### src/rtl/stack_pkg.sv
// Shared definitions for the 16-bit stack machine: opcodes, data width and
// the alu16b operation encodings used by the decode stage and benches.
package stack_pkg;

   localparam int STACK_WIDTH = 16;

   typedef enum logic [2:0] {
      OP_NOP   = 3'd0,
      OP_PUSH  = 3'd1,
      OP_POP   = 3'd2,
      OP_BINOP = 3'd3,
      OP_UNOP  = 3'd4,
      OP_DUP   = 3'd5,
      OP_SWAP  = 3'd6,
      OP_NOP7  = 3'd7
   } op_e;

   typedef enum logic [3:0] {
      ALU_ADD = 4'd0,
      ALU_SUB = 4'd1,
      ALU_SLL = 4'd2,
      ALU_SRL = 4'd3,
      ALU_AND = 4'd4,
      ALU_OR  = 4'd5,
      ALU_XOR = 4'd6,
      ALU_NOT = 4'd7,
      ALU_NEG = 4'd9
   } alu_op_e;

endpackage

### src/rtl/stack_regfile.sv
// Stack storage: DEPTH x WIDTH registers, async reads of the top two slots,
// one write port and an in-place exchange of the two read slots.
module stack_regfile
   import stack_pkg::*;
#(
   parameter int WIDTH = STACK_WIDTH,
   parameter int DEPTH = 16,
   parameter int PTR_W = 4
) (
   input  logic             clk,
   input  logic [PTR_W-1:0] rd_top_idx,
   input  logic [PTR_W-1:0] rd_nos_idx,
   input  logic             we,
   input  logic [PTR_W-1:0] wr_idx,
   input  logic [WIDTH-1:0] wr_data,
   input  logic             swap,
   output logic [WIDTH-1:0] rd_top_data,
   output logic [WIDTH-1:0] rd_nos_data
);

   logic [WIDTH-1:0] mem_q [DEPTH];
   logic [WIDTH-1:0] mem_d [DEPTH];

   assign rd_top_data = mem_q[rd_top_idx];
   assign rd_nos_data = mem_q[rd_nos_idx];

   // Write and swap are never requested together; swap uses the read slots.
   always_comb begin
      mem_d = mem_q;
      if (we) begin
         mem_d[wr_idx] = wr_data;
      end
      if (swap) begin
         mem_d[rd_top_idx] = mem_q[rd_nos_idx];
         mem_d[rd_nos_idx] = mem_q[rd_top_idx];
      end
   end

   always_ff @(posedge clk) begin
      mem_q <= mem_d;
   end

endmodule

### src/rtl/operand_stack.sv
// Operand stack feeding alu16b: depth counter, legality checks, sticky
// error/overflow flags and the TOS/NOS output muxing.
module operand_stack
   import stack_pkg::*;
#(
   parameter int WIDTH = STACK_WIDTH,
   parameter int DEPTH = 16,
   parameter int PTR_W = 4
) (
   input  logic             CLK,
   input  logic             Reset,
   input  logic [2:0]       Op,
   input  logic [WIDTH-1:0] Din,
   input  logic [WIDTH-1:0] AluS,
   input  logic             AluOFL,
   input  logic             ClrErr,
   output logic [WIDTH-1:0] AluA,
   output logic [WIDTH-1:0] AluB,
   output logic [WIDTH-1:0] Tos,
   output logic [WIDTH-1:0] Nos,
   output logic [PTR_W:0]   Count,
   output logic             Empty,
   output logic             Full,
   output logic             Err,
   output logic             OflSticky
);

   localparam logic [PTR_W:0] CNT_ONE  = (PTR_W+1)'(1);
   localparam logic [PTR_W:0] CNT_FULL = (PTR_W+1)'(DEPTH);

   op_e              op;
   logic [PTR_W:0]   count_q, count_d;
   logic             err_q, err_d;
   logic             ofl_q, ofl_d;

   logic [PTR_W-1:0] idx_top, idx_nos;
   logic [WIDTH-1:0] rd_top, rd_nos;
   logic             we, swap, illegal, alu_commit;
   logic [PTR_W-1:0] wr_idx;
   logic [WIDTH-1:0] wr_data;
   logic             has1, has2, not_full;

   assign op       = op_e'(Op);
   assign idx_top  = count_q[PTR_W-1:0] - PTR_W'(1);
   assign idx_nos  = count_q[PTR_W-1:0] - PTR_W'(2);
   assign has1     = (count_q != '0);
   assign has2     = (count_q > CNT_ONE);
   assign not_full = (count_q != CNT_FULL);

   stack_regfile #(
      .WIDTH (WIDTH),
      .DEPTH (DEPTH),
      .PTR_W (PTR_W)
   ) u_regfile (
      .clk         (CLK),
      .rd_top_idx  (idx_top),
      .rd_nos_idx  (idx_nos),
      .we          (we),
      .wr_idx      (wr_idx),
      .wr_data     (wr_data),
      .swap        (swap),
      .rd_top_data (rd_top),
      .rd_nos_data (rd_nos)
   );

   always_comb begin
      count_d    = count_q;
      we         = 1'b0;
      swap       = 1'b0;
      wr_idx     = idx_top;
      wr_data    = AluS;
      illegal    = 1'b0;
      alu_commit = 1'b0;
      unique case (op)
         OP_PUSH: begin
            if (not_full) begin
               we      = 1'b1;
               wr_idx  = count_q[PTR_W-1:0];
               wr_data = Din;
               count_d = count_q + CNT_ONE;
            end else begin
               illegal = 1'b1;
            end
         end
         OP_POP: begin
            if (has1) count_d = count_q - CNT_ONE;
            else      illegal = 1'b1;
         end
         OP_BINOP: begin
            if (has2) begin
               we         = 1'b1;
               wr_idx     = idx_nos;
               count_d    = count_q - CNT_ONE;
               alu_commit = 1'b1;
            end else begin
               illegal = 1'b1;
            end
         end
         OP_UNOP: begin
            if (has1) begin
               we         = 1'b1;
               alu_commit = 1'b1;
            end else begin
               illegal = 1'b1;
            end
         end
         OP_DUP: begin
            if (has1 && not_full) begin
               we      = 1'b1;
               wr_idx  = count_q[PTR_W-1:0];
               wr_data = rd_top;
               count_d = count_q + CNT_ONE;
            end else begin
               illegal = 1'b1;
            end
         end
         OP_SWAP: begin
            if (has2) swap    = 1'b1;
            else      illegal = 1'b1;
         end
         default: ;
      endcase

      // A new set in the same cycle as ClrErr wins.
      err_d = (err_q & ~ClrErr) | illegal;
      ofl_d = (ofl_q & ~ClrErr) | (alu_commit & AluOFL);
   end

   always_ff @(posedge CLK or posedge Reset) begin
      if (Reset) begin
         count_q <= '0;
         err_q   <= 1'b0;
         ofl_q   <= 1'b0;
      end else begin
         count_q <= count_d;
         err_q   <= err_d;
         ofl_q   <= ofl_d;
      end
   end

   assign Tos       = has1 ? rd_top : '0;
   assign Nos       = has2 ? rd_nos : '0;
   assign AluB      = Tos;
   assign AluA      = (op == OP_UNOP) ? Tos : Nos;
   assign Count     = count_q;
   assign Empty     = ~has1;
   assign Full      = ~not_full;
   assign Err       = err_q;
   assign OflSticky = ofl_q;

endmodule

### config.mk
export PLATFORM = sky130hd
export DESIGN_NAME = operand_stack
export DESIGN_NICKNAME = d
export VERILOG_FILES = /design/src/rtl/stack_pkg.sv /design/src/rtl/stack_regfile.sv /design/src/rtl/operand_stack.sv
export SDC_FILE = /design/constraint.sdc
export NUM_CORES = 1
export LEC_CHECK = 0
export CAP_MARGIN = 5
export CORE_AREA = 2 2 218 220
export CTS_BUF_LIST = sky130_fd_sc_hd__clkbuf_8
export DETAILED_ROUTE_END_ITERATION = 7
export DIE_AREA = 0 0 220 222
export HOLD_SLACK_MARGIN = 0.05
export PLACE_DENSITY = 0.69
export SYNTH_ARGS = -nofsm -noshare
export SYNTH_HDL_FRONTEND = slang
export SYNTH_SLANG_ARGS = --single-unit
### constraint.sdc
create_clock -name CLK -period 5.85 [get_ports CLK]
set_clock_uncertainty 0.2 [all_clocks]
set_input_delay 1.17 -clock CLK [delete_from_list [all_inputs] [get_ports CLK]]
set_output_delay 1.17 -clock CLK [all_outputs]
set_load 0.03 [all_outputs]
**Run 1: register map, names as in the netlist**

Scale bar: 50 um. Other sequential cells in the stronger gray, the rest of the logic in the fainter gray.
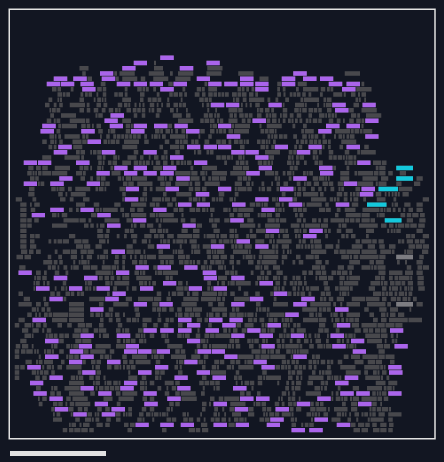
Purple shows u_regfile.mem_q, sequential cells 256, where spread over the die. Cyan shows Count, sequential cells 5, where middle right.
fraction of area in registers: 23.1%
core occupancy in the finished layout: 49.6%
Flop area: 5310 sq um

**Run 1: signal wires by layer**

Scale bar: 50 um.
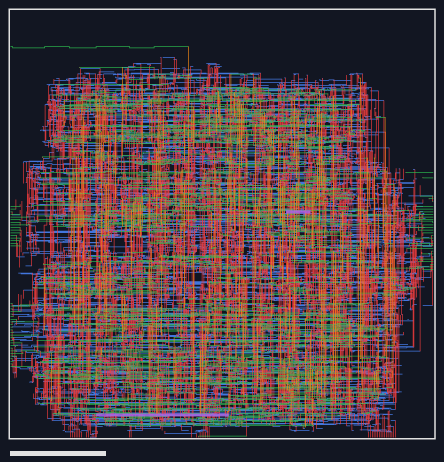
Red shows M2, wire length 39.8 mm. Purple shows M5, wire length 78.2 um. Orange shows M4, wire length 7,270 um. Blue shows M1, wire length 34.8 mm. Green shows M3, wire length 16,100 um.
vias: 23,500
Wirelength per Cell: 32.6 um
aggregate global-route resource usage: 39.1%
DRT Wirelength: 98,100 um

==> CHANGELOG.md, run 1 <==
## Flow update

* Max-slew headroom at 7.93%
* Std-Cell Rows at 79
* Mapped cell area at 20,700 sq um
* Die height at 222 um
* Worst Path Max Fanout at 43
* Post-DP Area at 21,900 sq um
* Max Root-Sink Buffers at 3
* DRT iter0 DRCs at 4,488
* Cells after Synth at 2,407
* Crit path DRT at 4.48 ns
* DIE WIDTH at 220 um
* Worst Setup Path Type: flip-flop to primary output
* Tool warnings at 35
* Global-route wire length before repair at 144,000 um
* Grt ovf at 0
* Worst Path Arrival at 4.29 ns
* Slew Limit Fails at 0
* Most common reg cell: dfxtp_1
* Seq share, synth at 25.7%
* Flops after synth at 263
* # hold bufs at CTS at 0
* FFs w/ async S/R, synth at 2.66%
* CTS H-Tree Depth at 2
* Status: finished clean
* GP Congestion at 1.02
* CTS tree: done
* Largest net degree at the start of global routing at 108
* Core footprint at 46,300 sq um
* Netlist cell types at 84
* PostCTS Resize Cnt at 0
* Drt first pass iters at 8
* Crit share post-route at 96.8%
* Cell Count, Final, Fillers Out at 3,007
* Final worst setup slack at 0.189 ns
* Fin. Hold Viols at 0
* Endpoints failing setup at 0
* Design Area, Final at 22,900 sq um
* YS chip area at 20,700 sq um
* Crit. End Element: primary output
* Max-Cap Viols at 0
* Die Footprint at 48,800 sq um
* CTS Buf Count at 50
* Vias in the first global route at 21,900
* Min Tclk post-route at 5.66 ns
* Worst Max-Slew Pin Slew at 1.37 ns
* # DRC at 0
* HP Class: flip-flop to flip-flop
* Top cell type by total area after synthesis: dfxtp_1
* Initial antenna violation count at 2
* Area growth, synth to finish at 11.0%
* DRT antenna net count at 0
* Setup Slack @ Placement at 0.868 ns
* Yosys cell count at 2,407
* Critical Path Source Type: flip-flop
* Placed cells at 2,921
* Setup TNS Final at 0 ns
* Fmax achieved at 0.177 GHz
* Syn avg cell area at 8.58 sq um
* Nets@finish at 2,414
* Syn Nets at 2,455
* CTS root buffer: clkbuf_8
* Clock slew at reported path FFs at 0.06 ns
* Floorplan utilization at 44.7%
* Setup bufs post-CTS at 0
* WHS at 0.306 ns
* Number of enable flip-flop cells at 0
* Yosys warning count at 0
* Post-synth top area share at 24.8%
* HPWL after DPL at 66,400 um
* Share of post-route cells with drive strength above 1 at 19.0%
* RSZ-0062 raised after global routing: false
* Post-synth area hogs: dfxtp_1 (25%), mux4_2 (14%), o211ai_1 (5.7%)
* Vias per cell at 7.80
**Run 1: the clock network**

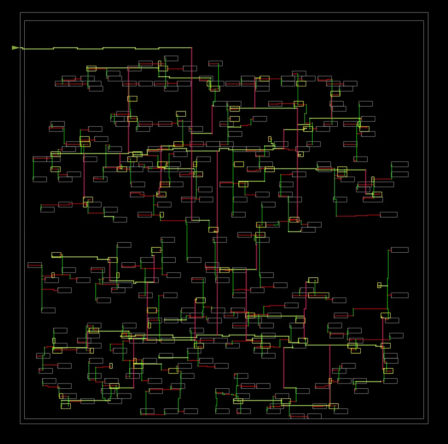
FFs & Latches: 263
CTS Sinks: 263
clk latency late pin: 0.68 ns

**Run 1: wires at chosen ports, followed through buffers**

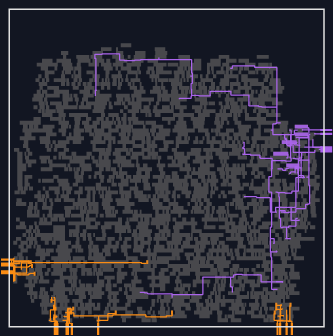
Orange shows AluB, bits 16, direction output, edge 11 bottom, 5 left, end cells 16, buffers 16, wire 531 um. Purple shows Count, bits 5, direction output, edge right, end cells 5, buffers 7, wire 1,160 um.
# port buffers: 111
Boundary Pins: 112

## run 1: cells by family after synthesis
logic type	share of synthesized area (%)
adder cells (fa/ha/maj)	0.545
AND/OR/NAND/NOR	14.3
buffers and inverters	7.37
AND-OR/OR-AND	31.5
XOR/XNOR	0.678
flip-flops	25.7
multiplexers	19.9
## run 1: worst paths after layout
path,start,endpoint,slack (ns),cells past startpoint
min in group asynchronous,Reset,OflSticky,0.56,2
max in group asynchronous,Reset,Count[0],4.59,2
min,u_regfile.mem_q[55],u_regfile.mem_q[55],0.31,2
min reg2reg,u_regfile.mem_q[55],u_regfile.mem_q[55],0.31,2
max reg2reg,Count[0],u_regfile.mem_q[32],1.13,11
max,Count[1],AluA[0],0.19,7
## run 1: worst max-delay path, cell delays in order (launching register included)
cell and delay [ns]:
dfrtp_4 0.40, buf_4 0.46, buf_4 0.73, mux4_2 0.36, mux2i_1 0.10, mux2_2 0.41, o22ai_1 0.34, clkdlybuf4s50_1 0.77
## run 1: Yosys cell counts, types with 52 or more instances
| cell type | instances |
|---|---|
| a211oi_1 | 64 |
| a21oi_1 | 88 |
| a22oi_1 | 108 |
| a31oi_1 | 54 |
| buf_2 | 94 |
| clkbuf_1 | 150 |
| dfxtp_1 | 256 |
| mux2i_1 | 66 |
| mux4_2 | 128 |
| nand2_1 | 237 |
| nand3_1 | 52 |
| nor2_1 | 161 |
| nor4_1 | 61 |
| o211ai_1 | 157 |
| o21ai_0 | 79 |
| o22ai_1 | 176 |
| o31ai_1 | 75 |
## run 1: flip-flops by register name, summed over array words and instances (netlist names)
name / flops
Count: 5
Err: 1
OflSticky: 1
u_regfile.mem_q: 256
## run 1: cells in the final DEF, fill, tap and decap left out, types with 64 or more instances in the layout
cell / n
buf_4: 127
mux2i_1: 66
nand2_1: 237
a21oi_1: 88
o31ai_1: 75
clkdlybuf4s50_1: 74
mux4_2: 128
dfxtp_1: 256
o22ai_1: 175
a22oi_1: 107
a211oi_1: 64
nor2_1: 161
o211ai_1: 157
o21ai_0: 79
clkbuf_8: 65
## run 1: metal layers
metal	part of all wire, %	GRT usage (%)	vias to the layer above	routed length [um]
met1	36	51.4	11100	34800
met2	41	54.5	2404	39800
met5	0.080	0	-	78
met4	7.4	22.8	4	7270
li1	-	-	9422	-
met3	16	14.1	549	16100
## run 1: layout make-up
type / instances / area (sq um)
Tap cell: 607 / 759
Clock buffer: 65 / 895
Inverter: 10 / 37.5
Antenna cell: 1 / 2.50
Fill cell: 4408 / 23300
Timing Repair Buffer: 211 / 1890
Sequential cell: 263 / 5310
Multi-Input combinational cell: 1830 / 13900
Clock inverter: 20 / 114
--- run 2 (diff from run 1) ---
ABC_CLOCK_PERIOD_IN_PS = 5850   (was not set)
==> run 2 against run 1 <==
Effect of this change: maximum frequency is the same; sequential cell count is the same; global-route usage is the same; register-to-register slack is essentially flat; clock-buffer cell count is the same; first-iteration DRC count is the same; wire length is the same; area after synthesis is the same; final area is the same.
==> CHANGELOG.md, run 2 <==
## Flow update

* Status: finished clean (unchanged)
* Mapped cell area at 20,700 sq um (unchanged)
* Top-count cell post-synth: dfxtp_1 (unchanged)
* Post-synth top area share at 24.8% (unchanged)
* CTS root buffer: clkbuf_8 (unchanged)
* RSZ-0062 raised after global routing: false (unchanged)
* Crit path DRT at 4.48 ns (about the same)
* Crit. End Element: primary output (unchanged)
* Max reg flops at 256 (unchanged)
* CTS Buf Count at 50 (unchanged)
* Yosys cell count at 2,407 (unchanged)
* DRT Wirelength at 98,100 um (unchanged)
* Cell Count, Final, Fillers Out at 3,007 (unchanged)
* Commonest cells in the netlist: dfxtp_1 (256), nand2_1 (237), o22ai_1 (176) (unchanged)
* Aggregate global-route resource usage at 39.1% (unchanged)
* CTS tree: done (unchanged)
* # port buffers at 111 (unchanged)
* Critical Path Source Type: flip-flop (unchanged)
* HP Class: flip-flop to flip-flop (unchanged)
* FFs w/ async S/R, synth at 2.66% (unchanged)
* PostCTS Resize Cnt at 0 (unchanged)
* Vias in the first global route at 21,900 (unchanged)
* Max-Cap Viols at 0 (unchanged)
* Placed cells at 2,921 (unchanged)
* Seq share, synth at 25.7% (unchanged)
* Slew Limit Fails at 0 (unchanged)
* Flop area at 5310 sq um (unchanged)
* Worst Path Max Fanout at 43 (unchanged)
* Area growth, synth to finish at 11.0% (unchanged)
* Core footprint at 46,300 sq um (unchanged)
* Highest-count logic cell in the final layout: dfxtp_1 (unchanged)
* Clk latency late pin at 0.68 ns (about the same)
* Flops after synth at 263 (unchanged)
* Share of post-route cells with drive strength above 1 at 19.0% (unchanged)
* Most common reg cell: dfxtp_1 (unchanged)
* Vias at 23,500 (unchanged)
* Max Root-Sink Buffers at 3 (unchanged)
* Final worst setup slack at 0.189 ns (unchanged)
* DRT antenna net count at 0 (unchanged)
* # hold bufs at CTS at 0 (unchanged)
* DRT iter0 DRCs at 4,488 (unchanged)
* Post-Synth Simple-Gate Area at 14.3% (unchanged)
* GP Congestion at 1.02 (unchanged)
* Syn Nets at 2,455 (unchanged)
* Adder share at 0.545% (unchanged)
* Setup TNS Final at 0 ns (unchanged)
* CTS H-Tree Depth at 2 (unchanged)
* Number of enable flip-flop cells at 0 (unchanged)
* Worst Max-Slew Pin Slew at 1.37 ns (unchanged)
* MUX area fraction at 19.9% (unchanged)
* Cells after Synth at 2,407 (unchanged)
* Post-synth area hogs: dfxtp_1 (25%), mux4_2 (14%), o211ai_1 (5.7%) (unchanged)
* Die height at 222 um (unchanged)
* Crit share post-route at 96.8% (unchanged)
* Max-slew headroom at 7.93% (unchanged)
* Yosys warning count at 0 (unchanged)
* Boundary Pins at 112 (unchanged)
* Setup bufs post-CTS at 0 (unchanged)
* Floorplan utilization at 44.7% (unchanged)
* Syn avg cell area at 8.58 sq um (unchanged)
* Clock slew at reported path FFs at 0.06 ns (about the same)
* Area fraction in xor and xnor cells at 0.678% (unchanged)
* Vias per cell at 7.80 (unchanged)
* Worst Setup Path Type: flip-flop to primary output (unchanged)
* Comb area leader: AND-OR/OR-AND gates (unchanged)
* Setup Slack @ Placement at 0.868 ns (unchanged)
* Gate Area at 13,900 sq um (unchanged)
* Reg with most FFs: u_regfile.mem_q (unchanged)
* Most numerous logic cells after layout: dfxtp_1 (256), nand2_1 (237), o22ai_1 (175), nor2_1 (161), o211ai_1 (157) (unchanged)
* HPWL after DPL at 66,400 um (unchanged)
* CTS Sinks at 263 (unchanged)
* Fillcell total at 4,408 (unchanged)
* Aoi share at 31.5% (unchanged)
* Die Footprint at 48,800 sq um (unchanged)
* Core occupancy in the finished layout at 49.6% (unchanged)
* Std-Cell Rows at 79 (unchanged)
* Min Tclk post-route at 5.66 ns (unchanged)
* Top cell type by total area after synthesis: dfxtp_1 (unchanged)
* Drt first pass iters at 8 (unchanged)
* # DRC at 0 (unchanged)
* YS chip area at 20,700 sq um (unchanged)
## run 2: cell counts after synthesis
Identical to the previous run, type by type.
## run 2: final timing paths
| kind | startpoint | endpoint | slack (ns) | depth (start not counted) |
|---|---|---|---|---|
| setup / recovery | Count[1] | AluA[0] | 0.19 | 7 |
| hold / removal | u_regfile.mem_q[55] | u_regfile.mem_q[55] | 0.31 | 2 |
| setup reg to reg | Count[0] | u_regfile.mem_q[32] | 1.13 | 11 |
| hold reg to reg | u_regfile.mem_q[55] | u_regfile.mem_q[55] | 0.31 | 2 |
| max in group asynchronous | Reset | Count[0] | 4.59 | 2 |
| min in group asynchronous | Reset | OflSticky | 0.56 | 2 |
## run 2: per-stage QoR
stage | hold WS [ns] | cell area (sq um)
final | 0.306 | 22900
after global routing | 0.311 | 22900
after CTS | 0.294 | 22900
after detailed placement | 0.286 | 21900
after global placement | 0.276 | 21900
after floorplan | 0.259 | 20700
## run 2: final cells by class
cell class / count / area share, %
multi-input combinational: 1830 / 60.7
sequential: 263 / 23.1
timing repair buffer: 211 / 8.26
clock buffer: 65 / 3.90
tap: 607 / 3.31
clock inverter: 20 / 0.496
inverter: 10 / 0.164
antenna: 1 / 0.0109
## run 2: logic make-up after synthesis
kind of cell,after synthesis
multiplexers,238
flip-flops,263
XOR/XNOR,10
buffers and inverters,314
adder cells (fa/ha/maj),9
AND/OR/NAND/NOR,640
AND-OR/OR-AND,933
## run 2: worst max-delay path, stage by stage, from the launching register on
cell,delay (ns)
dfrtp_4,0.40
buf_4,0.46
buf_4,0.73
mux4_2,0.36
mux2i_1,0.10
mux2_2,0.41
o22ai_1,0.34
clkdlybuf4s50_1,0.77
## run 2: metal layers
| layer | wire length (um) | vias up | global-route usage, % |
|---|---|---|---|
| li1 | - | 9422 | - |
| met1 | 34800 | 11100 | 51.4 |
| met2 | 39800 | 2404 | 54.5 |
| met3 | 16100 | 549 | 14.1 |
| met4 | 7270 | 4 | 22.8 |
| met5 | 78 | - | 0 |
**Run 2: register map, names as in the netlist**

Scale bar: 50 um. Other sequential cells in the stronger gray, the rest of the logic in the fainter gray.
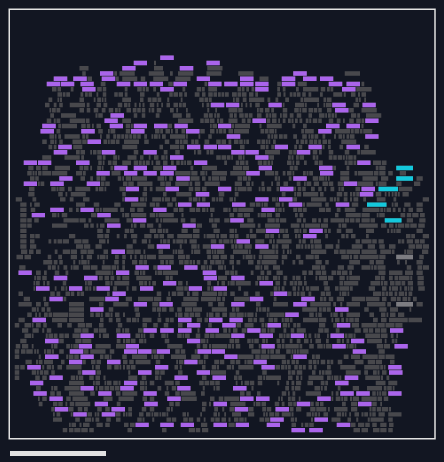
Purple shows u_regfile.mem_q, sequential cells 256, where spread over the die. Cyan shows Count, sequential cells 5, where middle right.
Another 2 sequential cells are not colored.

